**Zoomed window**

The bar under the picture is 5 um long. Window x 95 to 115, y 123 to 143 um. Cells in gray, sequential cells in the stronger gray; small squares are vias.
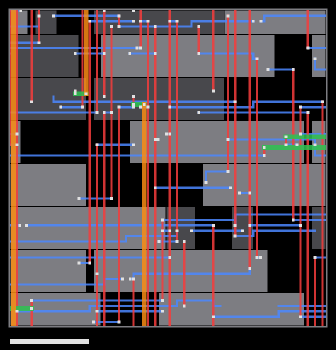
**Clock routing**

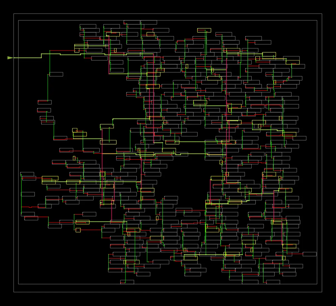
**Routed metal per tile**

The die is cut into 21 by 19 equal tiles; white is low, dark blue is high, scaled to the fullest tile. Values are wire area over tile area, all layers added.
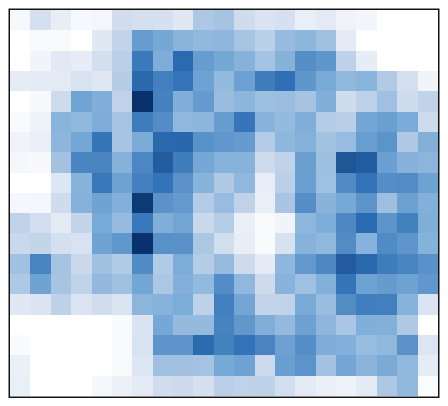
**src/rtl/common_gnss_types_pkg.sv**
```systemverilog
// ============================================================================
// Module : common_gnss_types_pkg
// Brief  : Shared GNSS types and constants; L1 C/A acquisition-to-tracking
//          handoff record and fine-search index limits.
// Rev    : 1.0  initial release
// ============================================================================
`default_nettype none

package common_gnss_types_pkg;

    typedef logic [31:0] word_t;
    typedef logic [4:0]  sv_t;
    typedef logic [12:0] code_idx_t;
    typedef logic [7:0]  dop_idx_t;

    typedef struct packed {
        sv_t   sv;
        word_t carr_fcw;
        word_t code_phase;
        word_t acc;
    } l1ca_trk_init_t;

    // 1023 chips in 1/8-chip steps, last legal index
    localparam int L1CA_CODE_IDX_MAX    = 8183;
    localparam int L1CA_FINE_DOP_CENTER = 128;
    localparam int L1CA_CONFIRM_WIN     = 4;

    typedef enum logic [1:0] {
        ST_IDLE    = 2'd0,
        ST_CHECK   = 2'd1,
        ST_COMPUTE = 2'd2,
        ST_PUSH    = 2'd3
    } l1ca_handoff_state_t;

    // True when two indices lie within the confirmation window of each other
    function automatic logic l1ca_near(input logic [12:0] a, input logic [12:0] b);
        logic [12:0] diff;
        diff = (a >= b) ? (a - b) : (b - a);
        return (diff <= 13'(L1CA_CONFIRM_WIN));
    endfunction

endpackage

`default_nettype wire

```
**src/rtl/l1ca_result_fifo.sv**
```systemverilog
// ============================================================================
// Module : l1ca_result_fifo
// Brief  : Show-ahead FIFO of tracking-init records; push accepted when full
//          only if a pop happens in the same cycle.
// Rev    : 1.0  initial release
// ============================================================================
`default_nettype none

module l1ca_result_fifo
    import common_gnss_types_pkg::*;
#(
    parameter int DEPTH = 4
) (
    input  logic           clk,
    input  logic           nrst,
    input  logic           i_push,
    input  l1ca_trk_init_t i_push_data,
    input  logic           i_pop,
    output l1ca_trk_init_t o_head,
    output logic           o_full,
    output logic           o_empty
);

    localparam int AW = $clog2(DEPTH);

    l1ca_trk_init_t r_mem [DEPTH];
    logic [AW:0]    r_wr_ptr;
    logic [AW:0]    r_rd_ptr;
    logic           w_pop_ok;
    logic           w_push_ok;

    // Extra MSB on each pointer distinguishes full from empty
    assign o_empty   = (r_wr_ptr == r_rd_ptr);
    assign o_full    = (r_wr_ptr[AW] != r_rd_ptr[AW]) &&
                       (r_wr_ptr[AW-1:0] == r_rd_ptr[AW-1:0]);
    assign w_pop_ok  = i_pop && !o_empty;
    assign w_push_ok = i_push && (!o_full || w_pop_ok);

    always_ff @(posedge clk or negedge nrst) begin
        if (!nrst) begin
            r_wr_ptr <= '0;
            r_rd_ptr <= '0;
        end else begin
            if (w_push_ok) r_wr_ptr <= r_wr_ptr + 1'b1;
            if (w_pop_ok)  r_rd_ptr <= r_rd_ptr + 1'b1;
        end
    end

    always_ff @(posedge clk) begin
        if (w_push_ok) r_mem[r_wr_ptr[AW-1:0]] <= i_push_data;
    end

    assign o_head = r_mem[r_rd_ptr[AW-1:0]];

endmodule

`default_nettype wire

```
**src/rtl/l1ca_acq_handoff.sv**
```systemverilog
// ============================================================================
// Module : l1ca_acq_handoff
// Brief  : Qualifies L1 C/A fine-search results and converts them into
//          tracking-loop initial values queued for the channel allocator.
//          Optional macro L1CA_HANDOFF_CONFIRM_EN requires two consistent
//          sightings before a result is accepted.
// Rev    : 1.0  initial release
// ============================================================================
`default_nettype none

module l1ca_acq_handoff
    import common_gnss_types_pkg::*;
#(
    parameter int          DEPTH        = 4,
    parameter logic [31:0] IF_FCW       = 32'h0,
    parameter logic [31:0] FCW_PER_BIN  = 32'd8947,
    parameter int          DOP_CENTER   = L1CA_FINE_DOP_CENTER,
    parameter int          CODE_IDX_MAX = L1CA_CODE_IDX_MAX
) (
    input  logic        clk,
    input  logic        nrst,
    input  logic        fs_busy,
    input  logic [31:0] fs_acc,
    input  logic [12:0] fs_code_index,
    input  logic [7:0]  fs_dop_index,
    input  logic [4:0]  fs_sv,
    input  logic [31:0] threshold,
    output logic        trk_valid,
    input  logic        trk_ready,
    output logic [4:0]  trk_sv,
    output logic [31:0] trk_carr_fcw,
    output logic [31:0] trk_code_phase,
    output logic [31:0] trk_acc,
    output logic        overflow,
    output logic [7:0]  rejects
);

    l1ca_handoff_state_t r_state;
    l1ca_handoff_state_t w_next_state;

    logic           r_busy_d;
    logic           w_busy_fall;
    word_t          r_hold_acc;
    code_idx_t      r_hold_code;
    dop_idx_t       r_hold_dop;
    sv_t            r_hold_sv;
    word_t          r_fcw;
    word_t          r_code_phase;
    logic           r_overflow;
    logic [7:0]     r_rejects;

    logic           w_pass;
    logic           w_accept;
    logic           w_push;
    logic [8:0]     w_dop_delta;
    word_t          w_dop_ext;
    word_t          w_fcw;
    l1ca_trk_init_t w_push_data;
    l1ca_trk_init_t w_head;
    logic           w_fifo_full;
    logic           w_fifo_empty;
    logic           w_fifo_pop;

    assign w_busy_fall = r_busy_d && !fs_busy;
    assign w_pass      = (r_hold_acc >= threshold) &&
                         (r_hold_code <= 13'(CODE_IDX_MAX));

    // Low 32 bits of the sign-extended product give the modulo-2^32 result
    assign w_dop_delta = {1'b0, r_hold_dop} - 9'(DOP_CENTER);
    assign w_dop_ext   = {{23{w_dop_delta[8]}}, w_dop_delta};
    assign w_fcw       = IF_FCW + (w_dop_ext * FCW_PER_BIN);

`ifdef L1CA_HANDOFF_CONFIRM_EN
    logic      r_cand_valid;
    sv_t       r_cand_sv;
    code_idx_t r_cand_code;
    dop_idx_t  r_cand_dop;
    logic      w_match;

    assign w_match  = r_cand_valid && (r_cand_sv == r_hold_sv) &&
                      l1ca_near(r_cand_code, r_hold_code) &&
                      l1ca_near({5'b0, r_cand_dop}, {5'b0, r_hold_dop});
    assign w_accept = w_pass && w_match;

    // Every qualifying result becomes the reference for the next one
    always_ff @(posedge clk or negedge nrst) begin
        if (!nrst) begin
            r_cand_valid <= 1'b0;
            r_cand_sv    <= '0;
            r_cand_code  <= '0;
            r_cand_dop   <= '0;
        end else if (r_state == ST_CHECK && w_pass) begin
            r_cand_valid <= 1'b1;
            r_cand_sv    <= r_hold_sv;
            r_cand_code  <= r_hold_code;
            r_cand_dop   <= r_hold_dop;
        end
    end
`else
    assign w_accept = w_pass;
`endif

    always_comb begin
        w_next_state = r_state;
        w_push       = 1'b0;
        case (r_state)
            ST_IDLE:    if (w_busy_fall) w_next_state = ST_CHECK;
            ST_CHECK:   w_next_state = w_accept ? ST_COMPUTE : ST_IDLE;
            ST_COMPUTE: w_next_state = ST_PUSH;
            ST_PUSH: begin
                w_push       = 1'b1;
                w_next_state = ST_IDLE;
            end
            default:    w_next_state = ST_IDLE;
        endcase
    end

    always_ff @(posedge clk or negedge nrst) begin
        if (!nrst) begin
            r_state      <= ST_IDLE;
            r_busy_d     <= 1'b0;
            r_hold_acc   <= '0;
            r_hold_code  <= '0;
            r_hold_dop   <= '0;
            r_hold_sv    <= '0;
            r_fcw        <= '0;
            r_code_phase <= '0;
            r_overflow   <= 1'b0;
            r_rejects    <= '0;
        end else begin
            r_state  <= w_next_state;
            r_busy_d <= fs_busy;
            if (r_state == ST_IDLE && w_busy_fall) begin
                r_hold_acc  <= fs_acc;
                r_hold_code <= fs_code_index;
                r_hold_dop  <= fs_dop_index;
                r_hold_sv   <= fs_sv;
            end
            if (r_state == ST_CHECK && !w_pass && r_rejects != 8'hFF) begin
                r_rejects <= r_rejects + 8'd1;
            end
            if (r_state == ST_COMPUTE) begin
                r_fcw        <= w_fcw;
                r_code_phase <= {r_hold_code, 19'b0};
            end
            if (w_push && w_fifo_full && !w_fifo_pop) begin
                r_overflow <= 1'b1;
            end
        end
    end

    assign w_push_data = '{sv: r_hold_sv, carr_fcw: r_fcw,
                           code_phase: r_code_phase, acc: r_hold_acc};
    assign w_fifo_pop  = !w_fifo_empty && trk_ready;

    l1ca_result_fifo #(
        .DEPTH (DEPTH)
    ) u_fifo (
        .clk         (clk),
        .nrst        (nrst),
        .i_push      (w_push),
        .i_push_data (w_push_data),
        .i_pop       (w_fifo_pop),
        .o_head      (w_head),
        .o_full      (w_fifo_full),
        .o_empty     (w_fifo_empty)
    );

    // Head fields are gated so every output reads zero whenever nothing is queued
    assign trk_valid      = !w_fifo_empty;
    assign trk_sv         = trk_valid ? w_head.sv         : '0;
    assign trk_carr_fcw   = trk_valid ? w_head.carr_fcw   : '0;
    assign trk_code_phase = trk_valid ? w_head.code_phase : '0;
    assign trk_acc        = trk_valid ? w_head.acc        : '0;
    assign overflow       = r_overflow;
    assign rejects        = r_rejects;

endmodule

`default_nettype wire
```
**config.mk**
```make
export PLATFORM = sky130hd
export DESIGN_NAME = l1ca_acq_handoff
export DESIGN_NICKNAME = d
export VERILOG_FILES = /design/src/rtl/common_gnss_types_pkg.sv /design/src/rtl/l1ca_result_fifo.sv /design/src/rtl/l1ca_acq_handoff.sv
export SDC_FILE = /design/constraint.sdc
export NUM_CORES = 1
export LEC_CHECK = 0
export CAP_MARGIN = 20
export CORE_ASPECT_RATIO = 0.9
export CORE_MARGIN = 3
export CORE_UTILIZATION = 50
export DETAILED_ROUTE_END_ITERATION = 10
export PLACE_DENSITY = 0.86
export REMOVE_ABC_BUFFERS = 1
export SLEW_MARGIN = 20
export SYNTH_ARGS = -nofsm -noshare
export SYNTH_HDL_FRONTEND = slang
export SYNTH_SLANG_ARGS = --single-unit
```
**constraint.sdc**
```tcl
create_clock -name clk -period 4.4 [get_ports clk]
set_input_delay 1.32 -clock clk [delete_from_list [all_inputs] [get_ports clk]]
set_output_delay 1.32 -clock clk [all_outputs]
set_load 0.02 [all_outputs]
```
==> impl_metrics.tcl <==
# place-and-route summary
set metrics [dict create \
    dominantRegCellSynth "edfxtp_1" \
    violations_in_the_final_reports "setup timing" \
    post_synth_simple_gate_area_pct 5.223 \
    final_setup_vio_count 5 \
    postLayoutSetupSlackWorst_ns -0.1834 \
    synth-async-reset-ratio_pct 27.63 \
    cts.reportedPaths.clkPinSlew_ns 0.07 \
    synth.ff_latch_count 409 \
    remaining_drc_errors 0 \
    port_buffers 185 \
    finalHoldWorstSlack_ns 0.4687 \
    share_of_the_core_filled_by_cells_before_placement_pct 51.26 \
    lay_top_cells "edfxtp_1, clkdlybuf4s50_1, dfrtp_1" \
    setup.worst_path.class "flip-flop to flip-flop" \
    synth.top_cells.by_count "edfxtp_1, dfrtp_1, ha_1, inv_1, nor2b_1" \
    muxShareOfSynthArea_pct 13.42 \
    ioPinCount 205 \
    tritoncts.num_buffers 41 \
    compound_area_share_pct 3.391 \
    core-area_um2 36500 \
    avgSynthCellArea_um2 16.13 \
    critical_path_arrival_ns 4.98 \
    timing.hold.worst_endpoint "overflow$_DFFE_PN0P_" \
    synth-seq-area-share_pct 62.62 \
    nonClockBufferCount 252 \
    grt.met3_usage_pct 3.694 \
    run_status "complete, but fails checks" \
    timing.reg2reg.worst_path_depth 16 \
    clock_tree.buffer_depth 3 \
    clock-sinks 409 \
    worstPathRequired_ns 4.80 \
    core.rowCount 66 \
    timing_worst_slew_pin_value_ns 0.6689 \
    highest-signal-layer "met4" \
    detail-route-antenna-nets 0 \
    largest_class "flip-flops and latches" \
    cp_slowest_cell "fa_1" \
    clkCellAreaFrac_pct 5.594 \
    timing.hold.worst_path_depth 1 \
    yosys.area.top_type_share_pct 47.51 \
    ys_sh_xor_pct 1.404 \
    nFillCells 2522 \
    worst-path-stages 16 \
    path_max_fanout 2 \
    dp.cells 1833 \
    most_common_cell "edfxtp_1" \
    num_antenna_cells 0 \
    slowest_delay_ns 0.55 \
    fin_area_um2 23060 \
    route.met2.wl_mm 20.11 \
    detail_route.first_pass.iterations 5 \
    grt_use_met1_pct 26.56 \
    die-height_um 189.5 \
    place_ws_ns -0.2502 \
    inverters 98 \
    post-synth-top-area-cell "edfxtp_1" \
    pin_count_of_the_biggest_net_entering_global_routing 64 \
    drt_first_iter_violations 829 \
    cts-resized-gates 20 \
    timing.clock.skew_ns 0.01505 \
    final_layout_top_logic_cell "edfxtp_1" \
    rsz0062_at_grt "true" \
    crit_end "r_fcw[30]$_DFFE_PN0P_" \
    clock_tree_from_tritoncts "built" \
    met3RoutedLength_mm 2.260 \
    synth.logic.top_family "multiplexers" \
    layoutNonFillerInstCount 1917 \
    fin_util_pct 63.18 \
    place_congestion 0.8311 \
    grt-ovfl-total 0 \
    area.growth.synth_to_final_pct 23.25 \
    finalSetupTns_ns -0.4301 \
    hold_violations 0 \
    yosys-stat-area_um2 18710 \
    post-cts-setup-buffers 5 \
    number_of_multi_input_logic_gates 606 \
    final-nonclk-buf-share_pct 10.87 \
    area.share.sequential_pct 50.84 \
    start_kind "flip-flop" \
    timing.critical_path.buf_inv 2 \
    synthesis.instances 1160 \
    cts_hold_buffers 0 \
]
Back to the opening pictures, 'zoomed window':
| layer | color |
|---|---|
| M2 | red |
| M3 | green |
| M4 | orange |
| M1 | blue |
most frequent: edfxtp_1 (7), mux4_2 (3), nand2_1 (2)
cells with their middle in the window: 14
sequential cells in the window: 8
netlist names of flops here include: u_fifo.r_mem (7), r_fcw (1)

Back to the opening pictures, 'clock routing':
count of clock buffers in the final design: 56

Back to the opening pictures, 'routed metal per tile':
mean over tiles: 0.16
fullest tile: 0.43
densest ninth of the die: right middle
GRT Util Overall: 20.20%
routed length per placed instance: 20.68 um

